==> images/placed.png <==
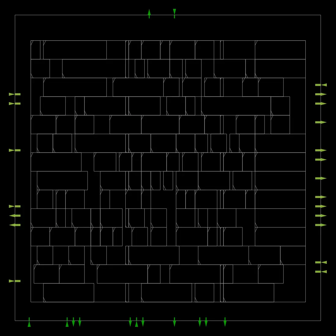
==> images/floorplan.png <==
Pins as bars on the die edge. Tap cells in grey.
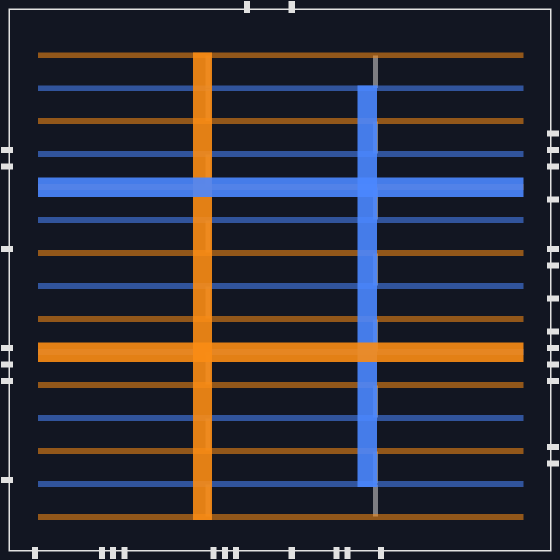
==> images/class_map.png <==
The bar under the picture is 10 um long. Fill, decap, tap and diode cells in grey.
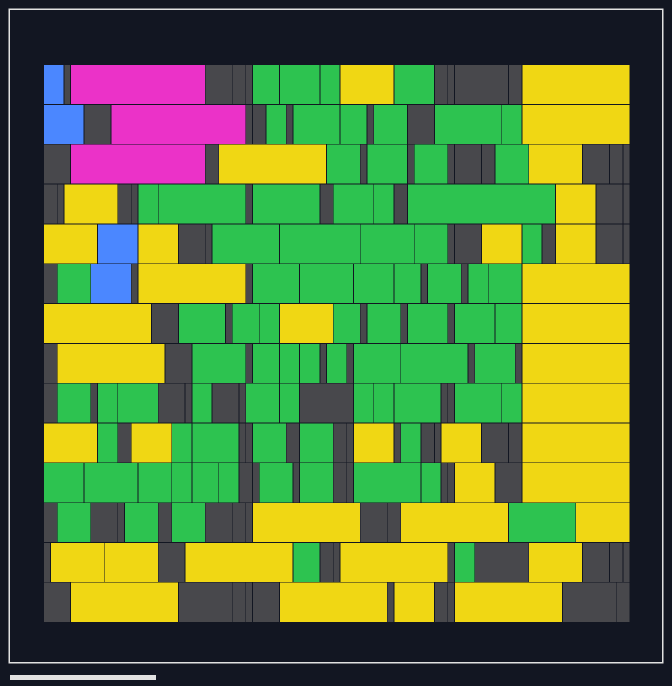
<file path="config.mk">
export PLATFORM = sky130hd
export DESIGN_NAME = core_control_unit_flat
export DESIGN_NICKNAME = d
export VERILOG_FILES = /design/src/rtl/core_control_unit_pkg.sv /design/src/rtl/core_control_unit_if.sv /design/src/rtl/core_reg_decode.sv /design/src/rtl/core_control_unit.sv /design/src/flat_wrapper.sv
export SDC_FILE = /design/constraint.sdc
export NUM_CORES = 1
export LEC_CHECK = 0
export CAP_MARGIN = 10
export CORE_MARGIN = 2
export CORE_UTILIZATION = 40
export DETAILED_ROUTE_END_ITERATION = 10
export PLACE_DENSITY_LB_ADDON = 0.1
export SLEW_MARGIN = 15
export SYNTH_ARGS = -nofsm -noshare
export SYNTH_HDL_FRONTEND = slang
export SYNTH_HIERARCHICAL = 1
export SYNTH_SLANG_ARGS = --single-unit
</file>
<file path="constraint.sdc">
create_clock -name clk -period 3.5 [get_ports clk]
set_input_delay 0.875 -clock clk [delete_from_list [all_inputs] [get_ports clk]]
set_output_delay 0.875 -clock clk [all_outputs]
set_load 0.1 [all_outputs]
</file>
<file path="src/rtl/core_control_unit_pkg.sv">
// Shared encodings for the core sequencer and the data-bus mux: bus select codes,
// opcodes, ALU operations, register load indices and sequencer state encoding.
package core_control_unit_pkg;

    localparam int DEF_INS_WIDTH = 8;
    localparam int BUS_SEL_W     = 4;
    localparam int ALU_OP_W      = 2;
    localparam int NUM_GP_REGS   = 6;
    localparam int STATE_W       = 3;

    localparam logic [BUS_SEL_W-1:0] DATAMEM_SEL = 4'd0;
    localparam logic [BUS_SEL_W-1:0] R_SEL       = 4'd1;
    localparam logic [BUS_SEL_W-1:0] IR_SEL      = 4'd2;
    localparam logic [BUS_SEL_W-1:0] RL_SEL      = 4'd3;
    localparam logic [BUS_SEL_W-1:0] RC_SEL      = 4'd4;
    localparam logic [BUS_SEL_W-1:0] RP_SEL      = 4'd5;
    localparam logic [BUS_SEL_W-1:0] RQ_SEL      = 4'd6;
    localparam logic [BUS_SEL_W-1:0] R1_SEL      = 4'd7;
    localparam logic [BUS_SEL_W-1:0] ACC_SEL     = 4'd8;
    localparam logic [BUS_SEL_W-1:0] IDLE_SEL    = 4'd9;

    localparam logic [3:0] OP_NOP  = 4'd0;
    localparam logic [3:0] OP_LDI  = 4'd1;
    localparam logic [3:0] OP_LDAC = 4'd2;
    localparam logic [3:0] OP_STAC = 4'd3;
    localparam logic [3:0] OP_MVR  = 4'd4;
    localparam logic [3:0] OP_MVA  = 4'd5;
    localparam logic [3:0] OP_ADD  = 4'd6;
    localparam logic [3:0] OP_SUB  = 4'd7;
    localparam logic [3:0] OP_HALT = 4'd15;

    localparam logic [ALU_OP_W-1:0] ALU_PASS = 2'd0;
    localparam logic [ALU_OP_W-1:0] ALU_ADD  = 2'd1;
    localparam logic [ALU_OP_W-1:0] ALU_SUB  = 2'd2;

    // Bit positions within the general-purpose register load vector.
    localparam int LD_R  = 0;
    localparam int LD_RL = 1;
    localparam int LD_RC = 2;
    localparam int LD_RP = 3;
    localparam int LD_RQ = 4;
    localparam int LD_R1 = 5;

    localparam logic [STATE_W-1:0] ST_IDLE   = 3'd0;
    localparam logic [STATE_W-1:0] ST_FETCH  = 3'd1;
    localparam logic [STATE_W-1:0] ST_DECODE = 3'd2;
    localparam logic [STATE_W-1:0] ST_EXEC1  = 3'd3;
    localparam logic [STATE_W-1:0] ST_EXEC2  = 3'd4;
    localparam logic [STATE_W-1:0] ST_HALT   = 3'd5;

    typedef struct packed {
        logic                   vld;
        logic [BUS_SEL_W-1:0]   sel;
        logic [NUM_GP_REGS-1:0] ld;
    } reg_dec_t;

endpackage

</file>
<file path="src/rtl/core_control_unit_if.sv">
// Control bundle between one core sequencer (master) and the datapath/memory side (slave).
interface core_control_unit_if
    import core_control_unit_pkg::*;
#(
    parameter int INS_WIDTH = DEF_INS_WIDTH
);
    logic                 start;
    logic [INS_WIDTH-1:0] ir;
    logic                 mem_ack;

    logic [BUS_SEL_W-1:0] bus_sel;
    logic                 ld_ir;
    logic                 ld_ar;
    logic                 ld_r;
    logic                 ld_rl;
    logic                 ld_rc;
    logic                 ld_rp;
    logic                 ld_rq;
    logic                 ld_r1;
    logic                 ld_acc;
    logic                 addr_pc;
    logic                 mem_rd;
    logic                 mem_wr;
    logic                 pc_inc;
    logic [ALU_OP_W-1:0]  alu_op;
    logic                 illegal;
    logic                 done;

    modport master (
        input  start, ir, mem_ack,
        output bus_sel, ld_ir, ld_ar, ld_r, ld_rl, ld_rc, ld_rp, ld_rq, ld_r1, ld_acc,
        output addr_pc, mem_rd, mem_wr, pc_inc, alu_op, illegal, done
    );

    modport slave (
        output start, ir, mem_ack,
        input  bus_sel, ld_ir, ld_ar, ld_r, ld_rl, ld_rc, ld_rp, ld_rq, ld_r1, ld_acc,
        input  addr_pc, mem_rd, mem_wr, pc_inc, alu_op, illegal, done
    );

endinterface

</file>
<file path="src/rtl/core_reg_decode.sv">
// Maps a 3-bit register index to its bus select code and one-hot load enable.
// Indices 6 and 7 have no register behind them and come back with vld=0.
module core_reg_decode
    import core_control_unit_pkg::*;
(
    input  logic [2:0] reg_idx,
    output reg_dec_t   dec
);

    always_comb begin
        dec.vld = 1'b1;
        dec.sel = IDLE_SEL;
        dec.ld  = '0;
        case (reg_idx)
            3'd0: begin dec.sel = R_SEL;  dec.ld[LD_R]  = 1'b1; end
            3'd1: begin dec.sel = RL_SEL; dec.ld[LD_RL] = 1'b1; end
            3'd2: begin dec.sel = RC_SEL; dec.ld[LD_RC] = 1'b1; end
            3'd3: begin dec.sel = RP_SEL; dec.ld[LD_RP] = 1'b1; end
            3'd4: begin dec.sel = RQ_SEL; dec.ld[LD_RQ] = 1'b1; end
            3'd5: begin dec.sel = R1_SEL; dec.ld[LD_R1] = 1'b1; end
            default: dec.vld = 1'b0;
        endcase
    end

endmodule

</file>
<file path="src/rtl/core_control_unit.sv">
// Per-core fetch/decode/execute sequencer driving the shared bus mux, register loads and memory strobes.
// Outputs are decoded from the state register (plus mem_ack/ir), so reset clears them without a clock.
module core_control_unit
    import core_control_unit_pkg::*;
#(
    parameter int INS_WIDTH = DEF_INS_WIDTH
) (
    input  logic                clk,
    input  logic                rst,
    core_control_unit_if.master ccu
);

    logic [STATE_W-1:0]     state_q;
    logic [STATE_W-1:0]     state_d;
    logic [3:0]             opcode;
    logic [2:0]             reg_idx;
    logic                   is_reg_op;
    logic                   unused_ir_bits;
    reg_dec_t               rdec;

    logic [BUS_SEL_W-1:0]   bus_sel;
    logic                   ld_ir;
    logic                   ld_ar;
    logic                   ld_acc;
    logic [NUM_GP_REGS-1:0] ld_gp;
    logic                   addr_pc;
    logic                   mem_rd;
    logic                   mem_wr;
    logic                   pc_inc;
    logic [ALU_OP_W-1:0]    alu_op;
    logic                   illegal;
    logic                   done;

    assign opcode         = ccu.ir[INS_WIDTH-1 -: 4];
    assign reg_idx        = ccu.ir[2:0];
    assign unused_ir_bits = ^ccu.ir[INS_WIDTH-5:3];
    assign is_reg_op      = (opcode >= OP_MVR) && (opcode <= OP_SUB);

    core_reg_decode u_reg_decode (
        .reg_idx (reg_idx),
        .dec     (rdec)
    );

    always_comb begin
        state_d = state_q;
        bus_sel = IDLE_SEL;
        ld_ir   = 1'b0;
        ld_ar   = 1'b0;
        ld_acc  = 1'b0;
        ld_gp   = '0;
        addr_pc = 1'b0;
        mem_rd  = 1'b0;
        mem_wr  = 1'b0;
        pc_inc  = 1'b0;
        alu_op  = ALU_PASS;
        illegal = 1'b0;
        done    = 1'b0;

        case (state_q)
            ST_IDLE: begin
                if (ccu.start) state_d = ST_FETCH;
            end
            ST_FETCH: begin
                addr_pc = 1'b1;
                mem_rd  = 1'b1;
                if (ccu.mem_ack) begin
                    bus_sel = DATAMEM_SEL;
                    ld_ir   = 1'b1;
                    pc_inc  = 1'b1;
                    state_d = ST_DECODE;
                end
            end
            ST_DECODE: begin
                // 8..14 and register ops naming index 6/7 fall through as a flagged NOP.
                if (opcode == OP_HALT) begin
                    state_d = ST_HALT;
                end else if ((opcode > OP_SUB) || (is_reg_op && !rdec.vld)) begin
                    illegal = 1'b1;
                    state_d = ST_FETCH;
                end else if (opcode == OP_NOP) begin
                    state_d = ST_FETCH;
                end else begin
                    state_d = ST_EXEC1;
                end
            end
            ST_EXEC1: begin
                state_d = ST_FETCH;
                case (opcode)
                    OP_LDI: begin
                        bus_sel     = IR_SEL;
                        ld_gp[LD_R] = 1'b1;
                    end
                    OP_LDAC, OP_STAC: begin
                        bus_sel = R_SEL;
                        ld_ar   = 1'b1;
                        state_d = ST_EXEC2;
                    end
                    OP_MVR: begin
                        bus_sel = ACC_SEL;
                        ld_gp   = rdec.ld;
                    end
                    OP_MVA, OP_ADD, OP_SUB: begin
                        bus_sel = rdec.sel;
                        ld_acc  = 1'b1;
                        alu_op  = (opcode == OP_ADD) ? ALU_ADD :
                                  (opcode == OP_SUB) ? ALU_SUB : ALU_PASS;
                    end
                    default: ;
                endcase
            end
            ST_EXEC2: begin
                if (opcode == OP_STAC) begin
                    bus_sel = ACC_SEL;
                    mem_wr  = 1'b1;
                end else begin
                    mem_rd = 1'b1;
                    if (ccu.mem_ack) begin
                        bus_sel = DATAMEM_SEL;
                        ld_acc  = 1'b1;
                        alu_op  = ALU_PASS;
                    end
                end
                if (ccu.mem_ack) state_d = ST_FETCH;
            end
            ST_HALT: begin
                done = 1'b1;
                if (!ccu.start) state_d = ST_IDLE;
            end
            default: state_d = ST_IDLE;
        endcase
    end

    always_ff @(posedge clk or posedge rst) begin
        if (rst) state_q <= ST_IDLE;
        else     state_q <= state_d;
    end

    assign ccu.bus_sel = bus_sel;
    assign ccu.ld_ir   = ld_ir;
    assign ccu.ld_ar   = ld_ar;
    assign ccu.ld_r    = ld_gp[LD_R];
    assign ccu.ld_rl   = ld_gp[LD_RL];
    assign ccu.ld_rc   = ld_gp[LD_RC];
    assign ccu.ld_rp   = ld_gp[LD_RP];
    assign ccu.ld_rq   = ld_gp[LD_RQ];
    assign ccu.ld_r1   = ld_gp[LD_R1];
    assign ccu.ld_acc  = ld_acc;
    assign ccu.addr_pc = addr_pc;
    assign ccu.mem_rd  = mem_rd;
    assign ccu.mem_wr  = mem_wr;
    assign ccu.pc_inc  = pc_inc;
    assign ccu.alu_op  = alu_op;
    assign ccu.illegal = illegal;
    assign ccu.done    = done;

endmodule

</file>
<file path="src/flat_wrapper.sv">
// flat-port wrapper written by rule: the top's interface ports become plain ports
module core_control_unit_flat import core_control_unit_pkg::*;
#(
    parameter int INS_WIDTH = DEF_INS_WIDTH
)
  (clk, rst, ccu_start, ccu_ir, ccu_mem_ack, ccu_bus_sel, ccu_ld_ir, ccu_ld_ar, ccu_ld_r, ccu_ld_rl, ccu_ld_rc, ccu_ld_rp, ccu_ld_rq, ccu_ld_r1, ccu_ld_acc, ccu_addr_pc, ccu_mem_rd, ccu_mem_wr, ccu_pc_inc, ccu_alu_op, ccu_illegal, ccu_done);
  core_control_unit_if #(.INS_WIDTH(INS_WIDTH)) ccu_i ();
  input  logic clk;
  input  logic rst;
  input wire logic [$bits(ccu_i.start)-1:0] ccu_start;
  input wire logic [$bits(ccu_i.ir)-1:0] ccu_ir;
  input wire logic [$bits(ccu_i.mem_ack)-1:0] ccu_mem_ack;
  output wire logic [$bits(ccu_i.bus_sel)-1:0] ccu_bus_sel;
  output wire logic [$bits(ccu_i.ld_ir)-1:0] ccu_ld_ir;
  output wire logic [$bits(ccu_i.ld_ar)-1:0] ccu_ld_ar;
  output wire logic [$bits(ccu_i.ld_r)-1:0] ccu_ld_r;
  output wire logic [$bits(ccu_i.ld_rl)-1:0] ccu_ld_rl;
  output wire logic [$bits(ccu_i.ld_rc)-1:0] ccu_ld_rc;
  output wire logic [$bits(ccu_i.ld_rp)-1:0] ccu_ld_rp;
  output wire logic [$bits(ccu_i.ld_rq)-1:0] ccu_ld_rq;
  output wire logic [$bits(ccu_i.ld_r1)-1:0] ccu_ld_r1;
  output wire logic [$bits(ccu_i.ld_acc)-1:0] ccu_ld_acc;
  output wire logic [$bits(ccu_i.addr_pc)-1:0] ccu_addr_pc;
  output wire logic [$bits(ccu_i.mem_rd)-1:0] ccu_mem_rd;
  output wire logic [$bits(ccu_i.mem_wr)-1:0] ccu_mem_wr;
  output wire logic [$bits(ccu_i.pc_inc)-1:0] ccu_pc_inc;
  output wire logic [$bits(ccu_i.alu_op)-1:0] ccu_alu_op;
  output wire logic [$bits(ccu_i.illegal)-1:0] ccu_illegal;
  output wire logic [$bits(ccu_i.done)-1:0] ccu_done;
  assign ccu_i.start = ccu_start;
  assign ccu_i.ir = ccu_ir;
  assign ccu_i.mem_ack = ccu_mem_ack;
  assign ccu_bus_sel = ccu_i.bus_sel;
  assign ccu_ld_ir = ccu_i.ld_ir;
  assign ccu_ld_ar = ccu_i.ld_ar;
  assign ccu_ld_r = ccu_i.ld_r;
  assign ccu_ld_rl = ccu_i.ld_rl;
  assign ccu_ld_rc = ccu_i.ld_rc;
  assign ccu_ld_rp = ccu_i.ld_rp;
  assign ccu_ld_rq = ccu_i.ld_rq;
  assign ccu_ld_r1 = ccu_i.ld_r1;
  assign ccu_ld_acc = ccu_i.ld_acc;
  assign ccu_addr_pc = ccu_i.addr_pc;
  assign ccu_mem_rd = ccu_i.mem_rd;
  assign ccu_mem_wr = ccu_i.mem_wr;
  assign ccu_pc_inc = ccu_i.pc_inc;
  assign ccu_alu_op = ccu_i.alu_op;
  assign ccu_illegal = ccu_i.illegal;
  assign ccu_done = ccu_i.done;
  core_control_unit #(.INS_WIDTH(INS_WIDTH)) u_core (.clk(clk), .rst(rst), .ccu(ccu_i));
endmodule
</file>
==> results.ini <==
[cts]
cts_root_buf=clkbuf_4
cts_tree=yes
clock_path_buffers=2

[run_status]
status=complete, no violations

[synthesis]
ys_sh_simple=0.539
syn_inst=95
async_flop_share=1.00
ys_area_um2=657
top_cell=nor2_1
synth-edff-count=0
ys_sh_adder=0

[place]
io_buffers=31
post-place-ws_ps=157
post_dp_cell_area_um2=1210
place_inst=139
dp_hpwl_um=1590

[timing]
finalHoldViolCount=0
finalWorstSetupSlack_ps=142

[power]
p_clk_frac=0.072
swShare=0.595
power.density_nw_per_um2=649
p_total_uw=800
irDropWorstVdd_mv=0.485
p_int_uw=324

[min_path]
holdPathStages=1

[route]
routed.top_layer=met4
firstDrtPassIters=4
via_per_inst=5.67
wl_um=1950
postRouteAntennaNets=0

[finish]
regArea_um2=75.1
drive_above_1_share=0.315
mi_logic_area_um2=546
reg.largest.list=u_core/state_q: 3 flops
seq_area_frac=0.0609

[critical_path]
worst-path-max-fanout=6
reg2reg_slack_ps=1910

[grt]
grt_pass1_vias=754
grt_max_degree=18
antenna_found_initial=0

About placed.png:
utilization after layout: 0.810
core area: 1520 um^2
# rows: 14

About floorplan.png:
net	colour
VDD	blue
VSS	orange
rows	14
met5 straps	2
tap cells	16
signal pins	33
met4 straps	2

About class_map.png:
class	colour	cells	share of their area
remaining buffers and delay cells	yellow	38	45%
registers	magenta	3	6.2%
clock drivers and dummy loads	blue	4	2.2%
remaining logic cells	green	82	46%

[layout by cell type (no fill, tap or decap), types with 2 or more instances in the layout]
master	instances
buf_12	19
nor2_1	11
clkdlybuf4s50_1	10
buf_4	9
nand2_1	8
and3_1	7
nor3b_1	5
a21oi_1	5
inv_1	5
nand2b_1	4
and2_1	4
clkbuf_4	3
nor3b_2	3
and4bb_1	3
nor2b_1	3
dfrtp_1	3
nor3_1	2
nand3b_1	2
o21ai_0	2
[worst max-delay path, cell delays in order]
cell	delay, ps
clkdlybuf4s50_1	510
and4bb_1	430
and2_1	240
and3_1	240
buf_12	190
[power by group through the flow]
stage	sequential [uW]	clock, uW	combinational (uW)
floorplan	56.6	0	479
global placement	86.6	0	646
detailed placement	90.0	0	655
CTS	90.0	60.0	655
global route	96.1	65.5	680
finish	90.8	58.0	652
